<file path="src/rtl/rl11_dma_if.sv">
// Unibus signal bundle between the RL11 NPR data mover and the bus.
// The master side is the DMA engine. The slave side is the bus, arbiter or memory.
`timescale 1ns/1ps
interface rl11_dma_if;
  logic        init_in_h;
  logic        npr_out_h;
  logic        npg_in_h;
  logic        sack_out_h;
  logic        bbsy_in_h;
  logic        bbsy_out_h;
  logic        ssyn_in_h;
  logic [15:0] d_in_h;
  logic        msyn_out_h;
  logic [17:0] a_out_h;
  logic [1:0]  c_out_h;
  logic [15:0] d_out_h;

  modport master (
    input  init_in_h, npg_in_h, bbsy_in_h, ssyn_in_h, d_in_h,
    output npr_out_h, sack_out_h, bbsy_out_h, msyn_out_h, a_out_h, c_out_h, d_out_h
  );

  modport slave (
    output init_in_h, npg_in_h, bbsy_in_h, ssyn_in_h, d_in_h,
    input  npr_out_h, sack_out_h, bbsy_out_h, msyn_out_h, a_out_h, c_out_h, d_out_h
  );
endinterface

</file>
<file path="src/rtl/rl11_dma.sv">
// RL11 Unibus NPR data mover. It moves one word per bus grant between the local
// sector buffer and PDP memory, and reports the final address, the residual count and NXM.
`timescale 1ns/1ps
module rl11_dma #(
  parameter int unsigned SETTLE  = 15,
  parameter int unsigned TIMEOUT = 1000,
  parameter int unsigned BUFAW   = 8
) (
  input  logic             CLOCK,
  input  logic             RESET_N,
  input  logic             start,
  input  logic             dir_write,
  input  logic [17:0]      start_ba,
  input  logic [15:0]      start_wc,
  output logic             busy,
  output logic             done,
  output logic             nxm,
  output logic [17:0]      cur_ba,
  output logic [15:0]      cur_wc,
  output logic [BUFAW-1:0] buf_addr,
  output logic [15:0]      buf_wdata,
  output logic             buf_we,
  input  logic [15:0]      buf_rdata,
  rl11_dma_if.master       bus
);

  localparam int unsigned CntMax = (TIMEOUT > SETTLE) ? TIMEOUT : SETTLE;
  localparam int unsigned CntW   = $clog2(CntMax + 1);

  typedef enum logic [3:0] {
    StIdle, StReq, StAck, StMast, StFetch, StSetup, StWait, StDskw, StNext, StFin
  } state_e;

  state_e           state_q, state_d;
  logic [CntW-1:0]  cnt_q, cnt_d;
  logic             dir_q, dir_d;
  logic [17:0]      ba_q, ba_d;
  logic [15:0]      wc_q, wc_d;
  logic [BUFAW-1:0] addr_q, addr_d;
  logic             nxm_q, nxm_d;
  logic [15:0]      dout_q, dout_d;
  logic             we_q, we_d;
  logic [15:0]      wdata_q, wdata_d;
  logic             drive;

  always_ff @(posedge CLOCK or negedge RESET_N) begin
    if (!RESET_N) begin
      state_q <= StIdle;
      cnt_q   <= '0;
      dir_q   <= 1'b0;
      ba_q    <= '0;
      wc_q    <= '0;
      addr_q  <= '0;
      nxm_q   <= 1'b0;
      dout_q  <= '0;
      we_q    <= 1'b0;
      wdata_q <= '0;
    end else begin
      state_q <= state_d;
      cnt_q   <= cnt_d;
      dir_q   <= dir_d;
      ba_q    <= ba_d;
      wc_q    <= wc_d;
      addr_q  <= addr_d;
      nxm_q   <= nxm_d;
      dout_q  <= dout_d;
      we_q    <= we_d;
      wdata_q <= wdata_d;
    end
  end

  always_comb begin
    state_d = state_q;
    cnt_d   = cnt_q;
    dir_d   = dir_q;
    ba_d    = ba_q;
    wc_d    = wc_q;
    addr_d  = addr_q;
    nxm_d   = nxm_q;
    dout_d  = dout_q;
    we_d    = 1'b0;
    wdata_d = wdata_q;
    unique case (state_q)
      StIdle: begin
        if (start) begin
          ba_d    = start_ba & ~18'd1;
          wc_d    = start_wc;
          dir_d   = dir_write;
          addr_d  = '0;
          nxm_d   = 1'b0;
          state_d = (start_wc == 16'd0) ? StFin : StReq;
        end
      end
      StReq:   if (bus.npg_in_h) state_d = StAck;
      StAck: begin
        if (!bus.npg_in_h && !bus.bbsy_in_h && !bus.ssyn_in_h) state_d = StMast;
      end
      StMast: begin
        cnt_d   = '0;
        state_d = dir_q ? StSetup : StFetch;
      end
      StFetch: begin
        dout_d  = buf_rdata;
        state_d = StSetup;
      end
      StSetup: begin
        if (cnt_q == CntW'(SETTLE - 1)) begin
          cnt_d   = '0;
          state_d = StWait;
        end else begin
          cnt_d = cnt_q + CntW'(1);
        end
      end
      StWait: begin
        if (bus.ssyn_in_h) begin
          if (dir_q) begin
            we_d    = 1'b1;
            wdata_d = bus.d_in_h;
          end
          state_d = StDskw;
        end else if (cnt_q == CntW'(TIMEOUT - 1)) begin
          nxm_d   = 1'b1;
          state_d = StDskw;
        end else begin
          cnt_d = cnt_q + CntW'(1);
        end
      end
      StDskw:  if (!bus.ssyn_in_h) state_d = StNext;
      StNext: begin
        dout_d = '0;
        if (nxm_q) begin
          state_d = StFin;
        end else begin
          ba_d    = ba_q + 18'd2;
          wc_d    = wc_q - 16'd1;
          addr_d  = addr_q + BUFAW'(1);
          state_d = (wc_q == 16'd1) ? StFin : StReq;
        end
      end
      StFin:   state_d = StIdle;
      default: state_d = StIdle;
    endcase
    // INIT behaves as a synchronous reset and abandons any transfer silently
    if (bus.init_in_h) begin
      state_d = StIdle;
      cnt_d   = '0;
      dir_d   = 1'b0;
      ba_d    = '0;
      wc_d    = '0;
      addr_d  = '0;
      nxm_d   = 1'b0;
      dout_d  = '0;
      we_d    = 1'b0;
      wdata_d = '0;
    end
  end

  // Address/control stay up through DSKW so the slave sees them steady while SSYN drops
  assign drive          = state_q inside {StSetup, StWait, StDskw};
  assign bus.npr_out_h  = (state_q == StReq);
  assign bus.sack_out_h = (state_q == StAck);
  assign bus.bbsy_out_h = state_q inside {StMast, StFetch, StSetup, StWait, StDskw};
  assign bus.msyn_out_h = (state_q == StWait);
  assign bus.a_out_h    = drive ? ba_q : 18'd0;
  assign bus.c_out_h    = (drive && !dir_q) ? 2'b10 : 2'b00;
  assign bus.d_out_h    = dout_q;

  assign busy      = (state_q != StIdle) && (state_q != StFin);
  assign done      = (state_q == StFin);
  assign nxm       = nxm_q;
  assign cur_ba    = ba_q;
  assign cur_wc    = wc_q;
  assign buf_addr  = addr_q;
  assign buf_wdata = wdata_q;
  assign buf_we    = we_q;

endmodule

</file>
<file path="src/flat_wrapper.sv">
// flat-port wrapper written by rule: the top's interface ports become plain ports
module rl11_dma_flat 
#(
  parameter int unsigned SETTLE  = 15,
  parameter int unsigned TIMEOUT = 1000,
  parameter int unsigned BUFAW   = 8
)
  (CLOCK, RESET_N, start, dir_write, start_ba, start_wc, busy, done, nxm, cur_ba, cur_wc, buf_addr, buf_wdata, buf_we, buf_rdata, bus_init_in_h, bus_npg_in_h, bus_bbsy_in_h, bus_ssyn_in_h, bus_d_in_h, bus_npr_out_h, bus_sack_out_h, bus_bbsy_out_h, bus_msyn_out_h, bus_a_out_h, bus_c_out_h, bus_d_out_h);
  rl11_dma_if bus_i ();
  input  logic CLOCK;
  input  logic RESET_N;
  input  logic start;
  input  logic dir_write;
  input  logic [17:0] start_ba;
  input  logic [15:0] start_wc;
  output logic busy;
  output logic done;
  output logic nxm;
  output logic [17:0] cur_ba;
  output logic [15:0] cur_wc;
  output logic [BUFAW-1:0] buf_addr;
  output logic [15:0] buf_wdata;
  output logic buf_we;
  input  logic [15:0] buf_rdata;
  input wire logic [$bits(bus_i.init_in_h)-1:0] bus_init_in_h;
  input wire logic [$bits(bus_i.npg_in_h)-1:0] bus_npg_in_h;
  input wire logic [$bits(bus_i.bbsy_in_h)-1:0] bus_bbsy_in_h;
  input wire logic [$bits(bus_i.ssyn_in_h)-1:0] bus_ssyn_in_h;
  input wire logic [$bits(bus_i.d_in_h)-1:0] bus_d_in_h;
  output wire logic [$bits(bus_i.npr_out_h)-1:0] bus_npr_out_h;
  output wire logic [$bits(bus_i.sack_out_h)-1:0] bus_sack_out_h;
  output wire logic [$bits(bus_i.bbsy_out_h)-1:0] bus_bbsy_out_h;
  output wire logic [$bits(bus_i.msyn_out_h)-1:0] bus_msyn_out_h;
  output wire logic [$bits(bus_i.a_out_h)-1:0] bus_a_out_h;
  output wire logic [$bits(bus_i.c_out_h)-1:0] bus_c_out_h;
  output wire logic [$bits(bus_i.d_out_h)-1:0] bus_d_out_h;
  assign bus_i.init_in_h = bus_init_in_h;
  assign bus_i.npg_in_h = bus_npg_in_h;
  assign bus_i.bbsy_in_h = bus_bbsy_in_h;
  assign bus_i.ssyn_in_h = bus_ssyn_in_h;
  assign bus_i.d_in_h = bus_d_in_h;
  assign bus_npr_out_h = bus_i.npr_out_h;
  assign bus_sack_out_h = bus_i.sack_out_h;
  assign bus_bbsy_out_h = bus_i.bbsy_out_h;
  assign bus_msyn_out_h = bus_i.msyn_out_h;
  assign bus_a_out_h = bus_i.a_out_h;
  assign bus_c_out_h = bus_i.c_out_h;
  assign bus_d_out_h = bus_i.d_out_h;
  rl11_dma #(.SETTLE(SETTLE), .TIMEOUT(TIMEOUT), .BUFAW(BUFAW)) u_core (.CLOCK(CLOCK), .RESET_N(RESET_N), .start(start), .dir_write(dir_write), .start_ba(start_ba), .start_wc(start_wc), .busy(busy), .done(done), .nxm(nxm), .cur_ba(cur_ba), .cur_wc(cur_wc), .buf_addr(buf_addr), .buf_wdata(buf_wdata), .buf_we(buf_we), .buf_rdata(buf_rdata), .bus(bus_i));
endmodule
</file>
<file path="config.mk">
export PLATFORM = sky130hd
export DESIGN_NAME = rl11_dma_flat
export DESIGN_NICKNAME = d
export VERILOG_FILES = /design/src/rtl/rl11_dma_if.sv /design/src/rtl/rl11_dma.sv /design/src/flat_wrapper.sv
export SDC_FILE = /design/constraint.sdc
export NUM_CORES = 1
export LEC_CHECK = 0
export CAP_MARGIN = 20
export CORE_UTILIZATION = 48
export CTS_BUF_LIST = sky130_fd_sc_hd__clkbuf_4
export DETAILED_ROUTE_END_ITERATION = 8
export MAX_ROUTING_LAYER = met4
export PLACE_DENSITY = 0.84
export SLEW_MARGIN = 20
export SYNTH_ARGS = -nofsm -noshare
export SYNTH_HDL_FRONTEND = slang
export SYNTH_SLANG_ARGS = --single-unit
</file>
<file path="constraint.sdc">
create_clock -name CLOCK -period 2.25 [get_ports CLOCK]
set_input_delay 0.45 -clock CLOCK [delete_from_list [all_inputs] [get_ports CLOCK]]
set_output_delay 0.45 -clock CLOCK [all_outputs]
set_load 0.03 [all_outputs]
</file>
==> images/clocks.png <==
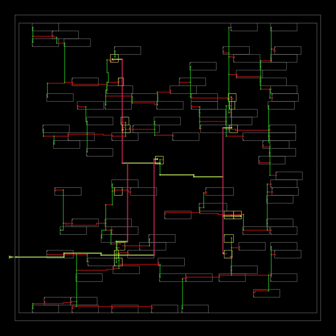
# clock sinks: 90
clkbuf count: 9
Clock Latency Late Sink: 0.46 ns
Fin Clk Skew: 0.0198 ns
clock group power: 0.790 mW

==> images/placement_by_type.png <==
The bar under the picture is 20 µm long.
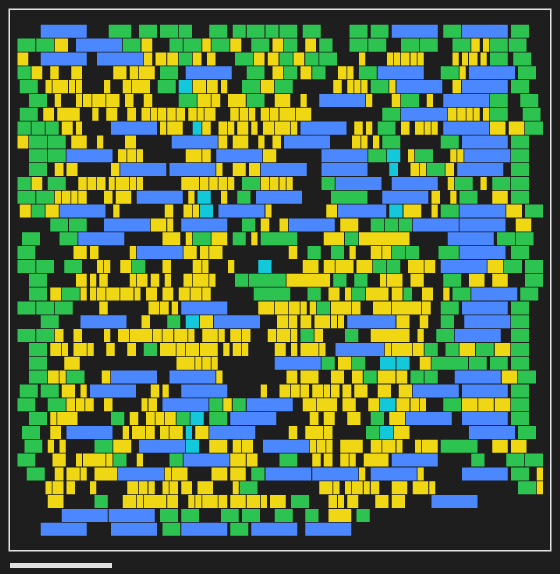
- remaining buffers and delay cells: green (cells 218; share of their area 29%)
- sequential cells: blue (cells 90; share of their area 31%)
- combinational and other logic: yellow (cells 472; share of their area 39%)
- clock drivers and dummy loads: cyan (cells 16; share of their area 1.6%)

==> impl_metrics.tcl <==
# place-and-route summary
set metrics [dict create \
    cp_max_fo 9 \
    synth.cells.most_frequent "90 x dfrtp_1, 79 x nand2_1, 57 x nor2_1, 42 x a21oi_1, 27 x o21ai_1" \
    drt_iter0_drc 394 \
    path_cells "clkdlybuf4s50_1" \
    pg_comb_mw 2.47 \
    area_delta_synth_final_pct 43.1 \
    status "finished, final reports clean" \
    layout.cells.most_common "clkdlybuf4s50_1" \
    syn_area_per_cell_um2 8.65 \
    largest_register_ff_count 17 \
    utilization_pct 71.6 \
    wl_met2_mm 7.52 \
    ys_seq_share_pct 43.2 \
    sh_seq_area_pct 30.3 \
    lay_top_cells "145 x clkdlybuf4s50_1, 87 x dfrtp_1, 79 x nand2_1" \
    power.group.top "combinational cells" \
    fin_area_um2 7450 \
    compound_area_share_pct 22.7 \
    comb_share_pct 37.5 \
    leakagePower_nw 3.14 \
    slew-limit-headroom_pct 64.2 \
    warnings 29 \
    cp_slowest_stage_delay_ns 0.74 \
    worstSetupEndpoint "cur_wc[5]" \
    cts_buffers 9 \
    synthTopLogicFamily "simple AND/OR/NAND/NOR gates" \
    simple_gate_share_pct 25.7 \
    post-cts-setup-buffers 1 \
    final_layout_size_suffix_gt1_share_pct 13.9 \
    clock_path_buffers 2 \
    crit_path_start "u_core.cur_wc[5]" \
    port-buffer-count 171 \
    use_met1_pct 37.9 \
    yosysTopAreaCellShare_pct 43.2 \
    pwr-share-comb_pct 46.5 \
    antenna_found_initial 0 \
    dp.cells 911 \
    use_met2_pct 45.0 \
    dp_worst_setup_slack_ns -0.0225 \
    routed_wl_mm 15.8 \
    row_count 37 \
    synth.top_cells.by_area "dfrtp_1 43%, nand2_1 5.7%, nor2_1 4.1%" \
    syn_inst 602 \
    netlist_area_um2 5210 \
    rsz0062_at_grt "false" \
    synthXorXnorAreaFrac_pct 2.02 \
    grt_pass1_wl_mm 25.2 \
    p_int_mw 3.07 \
    top_layer_used "met4" \
    dpl.hpwl_mm 11.2 \
    worstRegToRegCells 7 \
    pg_seq_mw 2.05 \
    io_pins 176 \
    reg2reg_to "u_core.state_q[0]" \
    fin_ws_ns 0.0516 \
    setup_viol 0 \
    drcViolationCount 0 \
    maxSlewViolCount 0 \
    yosys_cells 602 \
    vias 5495 \
    grt_pass1_vias 5166 \
    max-cap-violations 0 \
    ctsHoldBuffers 1 \
    ir_drop_mv 0.458 \
    critPathTopFamily "buffers and inverters" \
    final_cells 932 \
    top_usage_layer "met2" \
    dieArea_um2 11300 \
    cts_max_level 3 \
    synth-edff-count 0 \
    top_cell "dfrtp_1" \
    synth-seq-cells 90 \
    non_clock_inverter_count 9 \
    num_tap_cells 136 \
    wl_met3_mm 1.09 \
    wl_per_cell_um 16.9 \
    grt_max_degree 61 \
    ys_area_um2 5210 \
    path_depth 1 \
    antenna_cells 0 \
    worst_pin_slew_ns 0.535 \
    use_met3_pct 3.99 \
    nFillCells 792 \
    synth_cell_type_count 72 \
    die_x_um 106 \
    wirelength_met1_mm 6.84 \
    period_used_pct 97.7 \
    fin_nets 871 \
    min_path_type "input pin to asynchronous set/reset pin" \
    pwr_density_cell_nw_per_um2 712 \
    path_class "flip-flop to output pin" \
    grt.total_usage_pct 28.8 \
    logic_gate_count 463 \
    initial_core_util_pct 50.0 \
    r2r_setup_slack_ns 0.12 \
    startpoint_type "flip-flop" \
    grt_overflow 0 \
    synthArstFlopShare_pct 100 \
    clk_share_pct 1.53 \
    path_buffers 1 \
    buffers 218 \
    synth_top_cell_by_area "dfrtp_1" \
    p_sw_share_pct 42.1 \
    arrival_ns 1.75 \
    flop-count 90 \
    root_buffer "clkbuf_4" \
    yosys.area_share.adder_pct 1.44 \
    period_minus_slack_ns 2.20 \
    detail_route.vias_per_cell 5.90 \
    dpl_cell_area_um2 7230 \
    comb_area_um2 2800 \
    fin_hold_ws_ns 0.496 \
    cts_tree "yes" \
    yosysWarnings 0 \
    cts_resized 10 \
    p_switching_mw 2.24 \
    coreArea_um2 10400 \
    max_freq_ghz 0.455 \
    first_pass_iters 7 \
    r2r_start "u_core.cnt_q[0]" \
    timing.critical_path.slowest_stage_cell "clkdlybuf4s50_1" \
    required_ns 1.80 \
    seq_power_share_pct 38.6 \
    regArea_um2 2260 \
    die_h_um 106 \
    gp_congestion 1.00 \
    ys.flop_type "dfrtp_1" \
    tns_ns 0 \
    dominant_cells "combinational gates" \
    clk_pin_slew_ns 0.15 \
    ant_nets 0 \
    hold_viol 0 \
    cp-end-kind "output pin" \
    ys_sh_mux_pct 0.216 \
    total_power_mw 5.30 \
    nonClkBufAreaFrac_pct 27.9 \
]
==> images/clk_routes.png <==
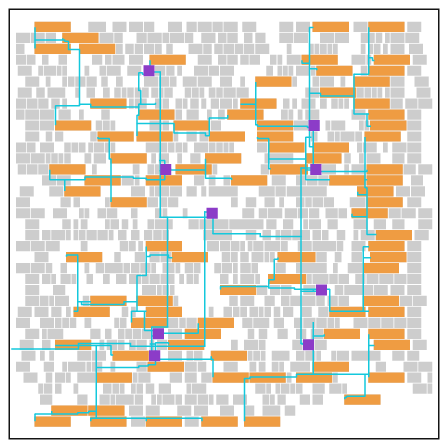
- clock drivers: purple (count 9)
- flip-flops: orange (count 90)
- clock wires: cyan (length 1040 µm)
- routed clock nets: 10
Clk pwr share: 14.9%

Power is estimated from default activity; no workload was simulated.
